$ cat config.mk
export PLATFORM = sky130hd
export DESIGN_NAME = mem_responder_flat
export DESIGN_NICKNAME = d
export VERILOG_FILES = /design/src/rtl/mem_responder_if.sv /design/src/rtl/mem_responder.sv /design/src/flat_wrapper.sv
export SDC_FILE = /design/constraint.sdc
export NUM_CORES = 2
export LEC_CHECK = 0
export ABC_AREA = 1
export CAP_MARGIN = 5
export CORE_UTILIZATION = 55
export DETAILED_ROUTE_END_ITERATION = 6
export PLACE_DENSITY_LB_ADDON = 0.12
export SYNTH_ARGS = -nofsm -noshare
export SYNTH_HDL_FRONTEND = slang
export SYNTH_SLANG_ARGS = --single-unit
$ cat constraint.sdc
create_clock -name clk -period 1.4 [get_ports clk]
set_input_delay 0.42 -clock clk [delete_from_list [all_inputs] [get_ports clk]]
set_output_delay 0.42 -clock clk [all_outputs]
set_load 0.005 [all_outputs]
$ cat src/rtl/mem_responder_if.sv
// mem_responder_if: controller memory bus plus loader write port
interface mem_responder_if #(
  parameter int DATA_WIDTH = 16,
  parameter int ADDR_WIDTH = 8
);
  logic                  msel;
  logic                  mwrite;
  logic [ADDR_WIDTH-1:0] pc;
  logic [ADDR_WIDTH-1:0] c_addr;
  logic [DATA_WIDTH-1:0] b_data;
  logic [DATA_WIDTH-1:0] mdata;
  logic                  ld_valid;
  logic [ADDR_WIDTH-1:0] ld_addr;
  logic [DATA_WIDTH-1:0] ld_data;
  logic                  ld_ready;
  modport master (
    output msel, mwrite, pc, c_addr, b_data, ld_valid, ld_addr, ld_data,
    input  mdata, ld_ready
  );
  modport slave (
    input  msel, mwrite, pc, c_addr, b_data, ld_valid, ld_addr, ld_data,
    output mdata, ld_ready
  );
endinterface

$ cat src/rtl/mem_responder.sv
// mem_responder: RAM + switch/LED MMIO with 1-cycle registered reads and a preload port
module mem_responder #(
  parameter int                   DATA_WIDTH = 16,
  parameter int                   ADDR_WIDTH = 8,
  parameter int                   RAM_DEPTH  = 128,
  parameter logic [ADDR_WIDTH-1:0] SW_ADDR   = 8'h80,
  parameter logic [ADDR_WIDTH-1:0] LED_ADDR  = 8'h81
) (
  input  logic             clk,
  input  logic             reset,
  mem_responder_if.slave   bus,
  input  logic [7:0]       sw,
  output logic [7:0]       led,
  output logic             fault
);
  localparam int RAW = $clog2(RAM_DEPTH);
  localparam logic [ADDR_WIDTH:0] DEPTH = RAM_DEPTH[ADDR_WIDTH:0];

  logic [DATA_WIDTH-1:0] ram [RAM_DEPTH];
  logic [DATA_WIDTH-1:0] mdata_q, mdata_d;
  logic [7:0]            led_q, led_d, sw_meta_q, sw_sync_q;
  logic                  fault_q, fault_d;
  logic [ADDR_WIDTH-1:0] ea;
  logic                  in_ram, is_sw, is_led, ld_in_ram, ram_we;
  logic [RAW-1:0]        ram_waddr;
  logic [DATA_WIDTH-1:0] ram_wdata;

  always_comb begin
    ea          = bus.msel ? bus.c_addr : bus.pc;
    in_ram      = {1'b0, ea} < DEPTH;
    is_sw       = ea == SW_ADDR;
    is_led      = ea == LED_ADDR;
    ld_in_ram   = {1'b0, bus.ld_addr} < DEPTH;
    bus.ld_ready = bus.ld_valid & ~bus.mwrite;
    mdata_d     = bus.mwrite ? mdata_q :
                  in_ram     ? ram[ea[RAW-1:0]] :
                  is_sw      ? DATA_WIDTH'(sw_sync_q) :
                  is_led     ? DATA_WIDTH'(led_q) : '0;
    led_d       = (bus.mwrite & is_led) ? bus.b_data[7:0] : led_q;
    // SW is readable but not writable; anything outside RAM/SW/LED always faults
    fault_d     = fault_q | (~in_ram & ~is_led & (bus.mwrite | ~is_sw))
                          | (bus.ld_ready & ~ld_in_ram);
    ram_we      = (bus.mwrite & in_ram) | (bus.ld_ready & ld_in_ram);
    ram_waddr   = bus.mwrite ? ea[RAW-1:0] : bus.ld_addr[RAW-1:0];
    ram_wdata   = bus.mwrite ? bus.b_data : bus.ld_data;
  end

  always_ff @(posedge clk)
    if (ram_we) ram[ram_waddr] <= ram_wdata;

  always_ff @(posedge clk or posedge reset)
    if (reset) begin
      mdata_q   <= '0;
      led_q     <= '0;
      fault_q   <= 1'b0;
      sw_meta_q <= '0;
      sw_sync_q <= '0;
    end else begin
      mdata_q   <= mdata_d;
      led_q     <= led_d;
      fault_q   <= fault_d;
      sw_meta_q <= sw;
      sw_sync_q <= sw_meta_q;
    end

  assign bus.mdata = mdata_q;
  assign led       = led_q;
  assign fault     = fault_q;
endmodule

$ cat src/flat_wrapper.sv
// flat-port wrapper written by rule: the top's interface ports become plain ports
module mem_responder_flat 
#(
  parameter int                   DATA_WIDTH = 16,
  parameter int                   ADDR_WIDTH = 8,
  parameter int                   RAM_DEPTH  = 128,
  parameter logic [ADDR_WIDTH-1:0] SW_ADDR   = 8'h80,
  parameter logic [ADDR_WIDTH-1:0] LED_ADDR  = 8'h81
)
  (clk, reset, sw, led, fault, bus_msel, bus_mwrite, bus_pc, bus_c_addr, bus_b_data, bus_ld_valid, bus_ld_addr, bus_ld_data, bus_mdata, bus_ld_ready);
  mem_responder_if #(.DATA_WIDTH(DATA_WIDTH), .ADDR_WIDTH(ADDR_WIDTH)) bus_i ();
  input  logic clk;
  input  logic reset;
  input  logic [7:0] sw;
  output logic [7:0] led;
  output logic fault;
  input wire logic [$bits(bus_i.msel)-1:0] bus_msel;
  input wire logic [$bits(bus_i.mwrite)-1:0] bus_mwrite;
  input wire logic [$bits(bus_i.pc)-1:0] bus_pc;
  input wire logic [$bits(bus_i.c_addr)-1:0] bus_c_addr;
  input wire logic [$bits(bus_i.b_data)-1:0] bus_b_data;
  input wire logic [$bits(bus_i.ld_valid)-1:0] bus_ld_valid;
  input wire logic [$bits(bus_i.ld_addr)-1:0] bus_ld_addr;
  input wire logic [$bits(bus_i.ld_data)-1:0] bus_ld_data;
  output wire logic [$bits(bus_i.mdata)-1:0] bus_mdata;
  output wire logic [$bits(bus_i.ld_ready)-1:0] bus_ld_ready;
  assign bus_i.msel = bus_msel;
  assign bus_i.mwrite = bus_mwrite;
  assign bus_i.pc = bus_pc;
  assign bus_i.c_addr = bus_c_addr;
  assign bus_i.b_data = bus_b_data;
  assign bus_i.ld_valid = bus_ld_valid;
  assign bus_i.ld_addr = bus_ld_addr;
  assign bus_i.ld_data = bus_ld_data;
  assign bus_mdata = bus_i.mdata;
  assign bus_ld_ready = bus_i.ld_ready;
  mem_responder #(.DATA_WIDTH(DATA_WIDTH), .ADDR_WIDTH(ADDR_WIDTH), .RAM_DEPTH(RAM_DEPTH), .SW_ADDR(SW_ADDR), .LED_ADDR(LED_ADDR)) u_core (.clk(clk), .reset(reset), .bus(bus_i), .sw(sw), .led(led), .fault(fault));
endmodule
### Ports around the boundary

Scale: 1 px per um. Pins as bars across the die edge, other pins in grey.
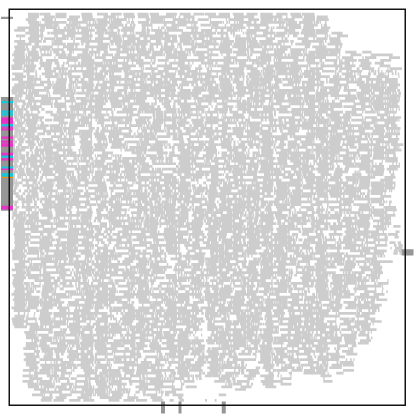
port	colour	pins	direction	edge
reset	orange	1	input	left
bus_ld_data	magenta	16	input	left
led	cyan	8	output	left
die height: 394 um
Die X: 394 um
IO buf count: 94

### Metal layers overlaid

Scale: 1 px per um. Two of the layers only.
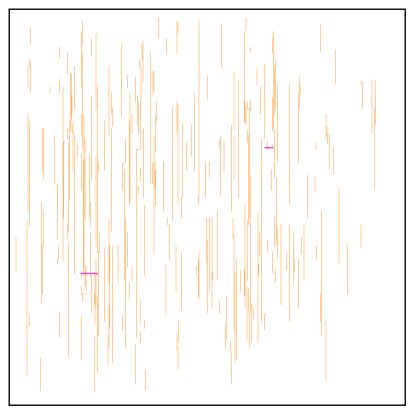
layer	colour	wire length
met5	magenta	23.2 um
met4	orange	11,900 um
Routed WL per cell: 27.3 um
Via Count: 61,000

### Metal 4

Scale: 1 px per um.
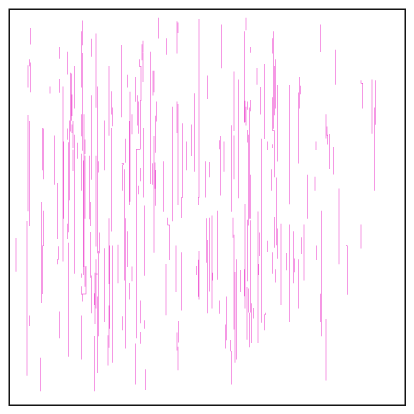
nets with wire on the layer	180
longest straight run	189 um
Total Routed Length: 278 mm

==> job_summary.md <==
## PnR job results

| Metric | Value |
|---|---|
| Reported combinational group power | `roughly 0.018 W` |
| Mapped Avg Cell Area | `11.9 sq um` |
| Final number of setup-violating endpoints | `roughly 2,200` |
| RSZ-0062 raised after global routing | `yes` |
| Placer's final routability congestion estimate | `slightly above 0.9` |
| Warnings from Yosys | `0` |
| Top area cells in the synthesized netlist | `edfxtp_1 73%, nand2_1 9.0%, nand3_1 4.7%` |
| Most used cell, CP | `buf_12` |
| Cycle use final | `150%` |
| Core area | `152,000 sq um` |
| Root Driver | `clkbuf_16` |
| Slew HR | `49.2%` |
| Syn-to-layout area delta | `26.9%` |
| Number of flops mapped to enable cells by yosys | `2,048` |
| Switch share | `24.9%` |
| Final worst slack | `-0.696 ns` |
| Failing checks | `negative setup slack` |
| Post-Syn Area | `84,700 sq um` |
| Critical Path Stages | `22` |
| Startpoint type of the worst setup path | `input port` |
| YS chip area | `84,700 sq um` |
| Crit path capture type | `flop` |
| Crit-path leading delay family | `buffers and inverters` |
| Cells after DPL | `9,630` |
| Worst hold stages | `3` |
| Fmax | `477 MHz` |
| Worst EP arrival | `between 2 and 3 ns` |
| Clk_skew | `0.0431 ns` |
| Sequential area share after synthesis | `73.8%` |
| P per Cell Area | `1330 nW/um^2` |
| Adder share | `0%` |
| DRC Markers | `0` |
| Final min period | `2.10 ns` |
| Run status | `complete, but fails checks` |
| Iteration-0 DRC Markers | `roughly 8,500` |
| Number of global-route vias before repair | `57,900` |
| Hpwl dp | `173 mm` |
[worst max-delay path by stage]
stage	slack (ns)	endpoint	from
2_1_floorplan	-1.26	u_core.ram[2][0]	bus_msel
3_3_place_gp	-2.44	u_core.bus.mdata[2]	bus_c_addr[0]
3_5_place_dp	-2.54	u_core.ram[47][0]	bus_mwrite
4_1_cts	-0.64	bus_mdata[9]	u_core.bus.mdata[9]
5_1_grt	-0.72	u_core.bus.mdata[3]	bus_msel
6_report	-0.70	u_core.bus.mdata[8]	bus_msel
[area by class of cell]
class / instances / area [sq um]
Timing Repair Buffer: 1014 / 13000
Tap cell: 2030 / 2540
Fill cell: 10200 / 45000
Antenna cell: 3 / 7.51
Inverter: 404 / 1560
Sequential cell: 2089 / 62500
Multi-Input combinational cell: 4231 / 21000
Clock inverter: 145 / 1430
Clock buffer: 245 / 5410
[registers in the layout, indices dropped and copies added, names as in the netlist]
register / cells
u_core.bus.mdata: 16
u_core.fault: 1
u_core.led: 8
u_core.ram: 2048
u_core.sw_meta_q: 8
u_core.sw_sync_q: 8
[metrics by stage]
stage	TNS (ns)	utilization (%)	instance area [sq um]	hold WS (ns)
6_report	-1152.23	70.5	107000	0.239
3_3_place_gp	-6240.80	63.2	96300	0.333
2_1_floorplan	-4754.28	-	85300	0.331
3_5_place_dp	-6339.97	63.2	96300	0.335
5_1_grt	-1166.00	70.5	107000	0.246
4_1_cts	-965.19	69.3	106000	0.203
[routing by layer]
| metal | routed length, um | up-vias |
|---|---|---|
| met4 | 11900 | 4 |
| met2 | 127000 | 4088 |
| li1 | - | 26500 |
| met3 | 34500 | 571 |
| met1 | 104000 | 29800 |
| met5 | 23 | - |
Power and IR drop assume default switching activity.
